Routed clock nets over the placement:
Scale bar: 50 um.
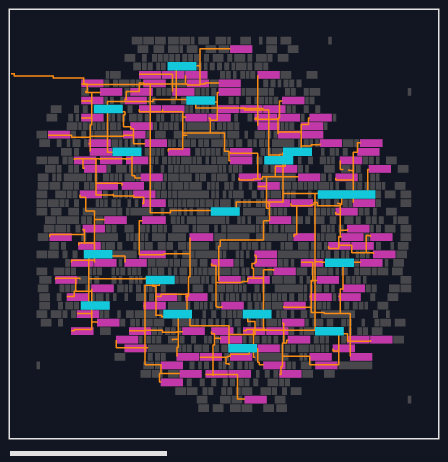
Signal metal coverage by tile:
27 x 27 tiles, from dark blue (low) to red (high), scaled to the fullest tile. Values are wire area over tile area, all layers added.
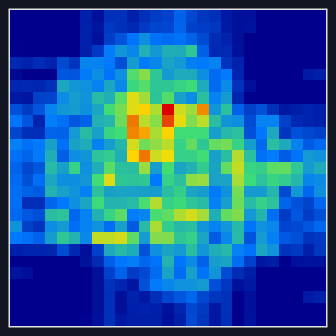
The clock network:
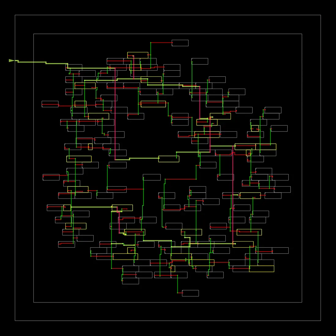
Met4 routing:
Cells faint in the background.
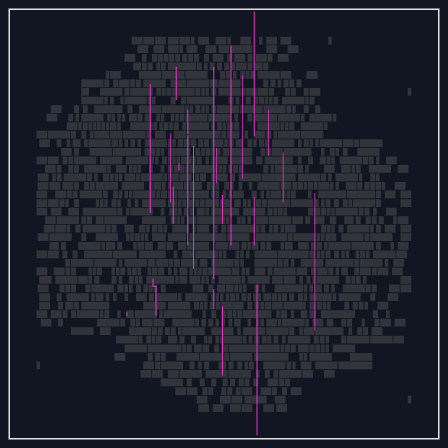
File: config.mk
export PLATFORM = sky130hd
export DESIGN_NAME = matrix_result_drain
export DESIGN_NICKNAME = d
export VERILOG_FILES = /design/src/rtl/matrix_result_drain.sv
export SDC_FILE = /design/constraint.sdc
export NUM_CORES = 1
export LEC_CHECK = 0
export ABC_AREA = 1
export CORE_MARGIN = 8
export CORE_UTILIZATION = 42
export CTS_CLUSTER_DIAMETER = 80
export DETAILED_ROUTE_END_ITERATION = 8
export PLACE_DENSITY = 0.8
export SLEW_MARGIN = 40
export SYNTH_ARGS = -nofsm -noshare
export SYNTH_HDL_FRONTEND = slang
export SYNTH_SLANG_ARGS = --single-unit
File: constraint.sdc
create_clock -name i_clk -period 1.6 [get_ports i_clk]
set_input_delay 0.16 -clock i_clk [delete_from_list [all_inputs] [get_ports i_clk]]
set_output_delay 0.16 -clock i_clk [all_outputs]
set_load 0.01 [all_outputs]
File: src/rtl/matrix_result_drain.sv
// Captures an NxN result matrix in one cycle and streams it row-major, requantized to OUT_W bits.
// Build option MATRIX_DRAIN_SAT_EN selects saturating requantize; without it the low OUT_W bits wrap.
module matrix_result_drain #(
  parameter int N      = 4,
  parameter int DATA_W = 16,
  parameter int OUT_W  = 8
) (
  input  logic                             i_clk,
  input  logic                             i_rst,
  input  logic                             i_res_valid,
  input  logic [N-1:0][N-1:0][DATA_W-1:0]  i_res_in,
  output logic                             o_res_ready,
  output logic [OUT_W-1:0]                 o_m_data,
  output logic                             o_m_valid,
  input  logic                             i_m_ready,
  output logic [$clog2(N)-1:0]             o_m_row,
  output logic [$clog2(N)-1:0]             o_m_col,
  output logic                             o_m_last,
  output logic                             o_sat_flag,
  output logic [$clog2(N*N):0]             o_sat_cnt
);
  // state    | meaning
  // S_IDLE   | buffer free, res_ready high, waiting for producer done
  // S_STREAM | presenting buffer element r_idx until the consumer takes it

  localparam int IW   = $clog2(N*N);
  localparam int RW   = $clog2(N);
  localparam int SCW  = $clog2(N*N) + 1;
  localparam int LAST = N*N - 1;

  typedef enum logic {S_IDLE, S_STREAM} state_t;

  state_t                           r_state;
  state_t                           w_state_nxt;
  logic [N-1:0][N-1:0][DATA_W-1:0]  r_buf;
  logic [IW-1:0]                    r_idx;
  logic                             w_capture;
  logic                             w_hs;
  logic                             w_is_last;
  logic [RW-1:0]                    w_row;
  logic [RW-1:0]                    w_col;
  logic [DATA_W-1:0]                w_elem;

  assign w_is_last = (r_idx == IW'(LAST));
  assign w_row     = RW'(r_idx / N);
  assign w_col     = RW'(r_idx % N);
  assign w_elem    = r_buf[w_row][w_col];

  always_ff @(posedge i_clk) begin
    if (i_rst) r_state <= S_IDLE;
    else       r_state <= w_state_nxt;
  end

  always_comb begin
    w_state_nxt = r_state;
    o_res_ready = 1'b0;
    o_m_valid   = 1'b0;
    w_capture   = 1'b0;
    w_hs        = 1'b0;
    case (r_state)
      S_IDLE: begin
        o_res_ready = 1'b1;
        w_capture   = i_res_valid;
        if (i_res_valid) w_state_nxt = S_STREAM;
      end
      S_STREAM: begin
        o_m_valid = 1'b1;
        w_hs      = i_m_ready;
        if (i_m_ready && w_is_last) w_state_nxt = S_IDLE;
      end
      default: w_state_nxt = S_IDLE;
    endcase
  end

  always_ff @(posedge i_clk) begin
    if (i_rst) begin
      r_buf <= '0;
      r_idx <= '0;
    end else if (w_capture) begin
      r_buf <= i_res_in;
      r_idx <= '0;
    end else if (w_hs) begin
      r_idx <= w_is_last ? '0 : r_idx + IW'(1);
    end
  end

  assign o_m_row  = w_row;
  assign o_m_col  = w_col;
  assign o_m_last = o_m_valid && w_is_last;

`ifdef MATRIX_DRAIN_SAT_EN
  logic [DATA_W-OUT_W:0] w_upper;
  logic                  w_clamp;
  logic [SCW-1:0]        r_sat_cnt;

  // Value fits in OUT_W bits only when every bit from the OUT_W sign bit upward agrees.
  assign w_upper = w_elem[DATA_W-1:OUT_W-1];
  assign w_clamp = !((&w_upper) || !(|w_upper));

  always_comb begin
    o_m_data = w_elem[OUT_W-1:0];
    if (w_clamp)
      o_m_data = w_elem[DATA_W-1] ? {1'b1, {(OUT_W-1){1'b0}}} : {1'b0, {(OUT_W-1){1'b1}}};
  end

  assign o_sat_flag = o_m_valid && w_clamp;

  always_ff @(posedge i_clk) begin
    if (i_rst)
      r_sat_cnt <= '0;
    else if (w_capture)
      r_sat_cnt <= '0;
    else if (w_hs && w_clamp && (r_sat_cnt != SCW'(N*N)))
      r_sat_cnt <= r_sat_cnt + SCW'(1);
  end

  assign o_sat_cnt = r_sat_cnt;
`else
  logic w_unused_hi;

  assign w_unused_hi = ^w_elem[DATA_W-1:OUT_W];
  assign o_m_data    = w_elem[OUT_W-1:0];
  assign o_sat_flag  = 1'b0;
  assign o_sat_cnt   = '0;
`endif

endmodule
==> qor.csv <==
stage,metric,value,unit
floorplanning,FP Util,42.4,%
final_layout,layout cells sized above 1,15.3,%
pwr,maximum vdd ir drop,0.699,mV
critical_path,crit-path max FO,8,
place,gpl congestion,0.868,
run_status,outcome,"complete, but fails checks",
synthesis,"Seq share, synth",43.8,%
critical_path,crit-path cells,"buf_6, clkbuf_16, nor2_2, nor2_1, nand2_1, nand3_1, nand3_2, nand2_2, buf_6",
synthesis,ys flops,133,
final_layout,most common logic cells in the final layout,"nand2_1, clkdlybuf4s50_1, o21ai_0",
hold_path,hold crit path type,in2reg,
clock_tree,H-tree Lvls,4,
critical_path,Worst path slowest cell,dfxtp_4,
critical_path,CP dominant cell by count,buf_6,
place,DP HPWL,13.7,mm
clock_tree,Sink Count,133,
pwr,Leak,3.97,nW
synthesis,# Cells Yosys,899,
synthesis,Mapped Avg Cell Area,6.76,um2
final_layout,most numerous logic cell after layout,nand2_1,
clock_tree,cts hold-fix bufs,0,
synthesis,yosys warns,0,
routing,initial DRC count,829,
final_layout,Final #Nets,1317,
critical_path,crit start category,flop,
final_layout,final instance area,9120,um2
floorplanning,FP Rows,44,
synthesis,Cell Type Count,21,
final_layout,"Core Util, Final",63.7,%
final_timing,FMAX,517,MHz
critical_path,WP data required,1440,ps
place,Port Buffer Count,146,
clock_tree,CTS tree,yes,
run_status,failing checks,setup timing,
synthesis,Yosys chip area,6070,um2
final_timing,Final Slew Violations,0,
synthesis,dominant cell type by area after synthesis,dfxtp_1,
final_layout,Final Instance Count excl. Fillers,1255,
synthesis,Top cell area share,43.8,%
final_timing,worst setup margin,-333,ps
final_timing,minimum clock period,1930,ps
routing,DRC,0,
global_route,global route overflow,0,
synthesis,synthesized instance count,899,
critical_path,Arrival @ worst endpoint,1770,ps
place,Placed Instances,1204,
routing,first-pass iteration count of the detailed router,5,
floorplanning,Die Width,136,um
final_timing,final hold violation count,0,
global_route,first-pass GRT wire length,30.9,mm
clock_tree,clk slew on worst S/H paths,60,ps
pwr,Power Dens Cells,1060,nW/um2
floorplanning,Die Area,18600,um2
pwr,"Power, Total",9.62,mW
place,Placed Area,7880,um2
critical_path,CP peak stage delay,390,ps
floorplanning,I/O Pins,281,
global_route,initial antenna violation count,3,
critical_path,Setup CP Type,reg2out,
routing,Routed Antenna Nets,0,
final_timing,RSZ-0062 raised after global routing,yes,
job,tool warnings,156,
synthesis,Top area cell types,"dfxtp_1, nand2_1, o21ai_0",
final_layout,Synth-to-Final Area Change,50.2,%
critical_path,Worst setup EP type,output port,
synthesis,Synth Cell Area,6070,um2
clock_tree,Bufs on Longest Clock Path,2,
global_route,vias in the first global route,6202,
floorplanning,core area,14300,um2
clock_tree,Root Driver,clkbuf_16,
final_timing,Setup Viol. Count Final,9,
place,dpl ws,-248,ps
Back to the opening pictures, 'routed clock nets over the placement':
Cyan shows clock-net drivers, count 17. Magenta shows flip-flops, count 133. Orange shows clock wires, length 1650 um.
There are 18 routed clock nets.
clk pwr: 4.64 mW
clk_skew: 7.24 ps

Back to the opening pictures, 'signal metal coverage by tile':
The fullest tile reaches 0.83. 10% of the tiles are over half the peak. The emptiest ninth of the die: north-east. 21% of the tiles are nearly empty. The mean over all tiles is 0.19.
Final Routed Wirelength: 21.0 mm
Via Count: 6550
DR WL/cell: 16.7 um
global-route usage over all layers: 21.3%

Back to the opening pictures, 'the clock network':
later-pin clock latency in the skew report: 420 ps
cts bufs inserted: 17
clock buffers: 19

Back to the opening pictures, 'met4 routing':
19 nets have wire on it. The wires run mostly vertical. The longest straight run is 67.3 um.

-- metrics by stage --
step | hold WS (ps) | setup TNS (ps)
after global routing | 371 | -3070
after CTS | 353 | -2050
after detailed placement | 443 | -1780
after floorplan | 298 | 0
final | 363 | -2470
after global placement | 440 | -1540
-- registers in the layout (all words and copies together) (netlist names) --
register	count
r_idx	4
r_buf	128
r_state	1
-- layer usage --
layer  track usage, %  part of all wire [%]  wire, um
met2             32.8                    45      9490
met1             26.6                    42      8700
met3             7.21                    10      2170
met5                0                 0.076        16
met4             9.03                   2.7       566
-- what timing repair did --
action | in CTS | in global routing
cloned | 4 | 5
gates resized | 93 | 42
endpoints found under the setup margin | 14 | 10
setup buffers | 6 | 3
pin swaps | 18 | 15
-- where the power goes --
| part | internal (mW) | switching, mW | leakage, nW |
|---|---|---|---|
| sequential | 3.57 | 0.0785 | 1.10 |
| combinational | 0.646 | 0.685 | 2.52 |
| clock | 3.16 | 1.48 | 0.347 |
-- Yosys cell counts (all sizes together) --
cell type	count
a21oi	122
a31oi	1
buf	51
clkbuf	18
clkinv	3
conb	1
dfxtp	133
ha	1
inv	136
nand2	184
nand3	81
nand4	1
nor2	34
nor4	1
o211a	1
o21ai	130
xor2	1
-- cell families after synthesis --
group	synth area share, %
compound gates	21.0
xor+xnor	0.144
fa+ha+maj	0.206
buf+inv	14.3
flops	43.8
other cells	0.0617
simple gates	20.4
-- cell type report --
class / count / area [um2]
clock buffer: 19 / 453
timing repair buffer: 202 / 2210
fill: 1154 / 5190
inverter: 139 / 534
clock inverter: 13 / 251
tap: 184 / 230
multi-input combinational: 563 / 2770
sequential: 133 / 2670
antenna: 2 / 5.00
-- critical path: cells and delay by family (launching register included) --
kind / cells / cell delay, ps
and+or+nand+nor: 6 / 520
DFF: 1 / 390
buffers and inverters: 3 / 430
-- path summary, 6_finish.rpt --
path	start	endpoint	slack [ps]	cells after the start
min	i_res_in[5]	r_buf[5]	360	3
max reg2reg	r_state	r_idx[0]	210	7
max	r_idx[2]	o_m_data[3]	-330	9
min reg2reg	r_buf[180]	r_buf[180]	450	2
Power is estimated from default activity; no workload was simulated.
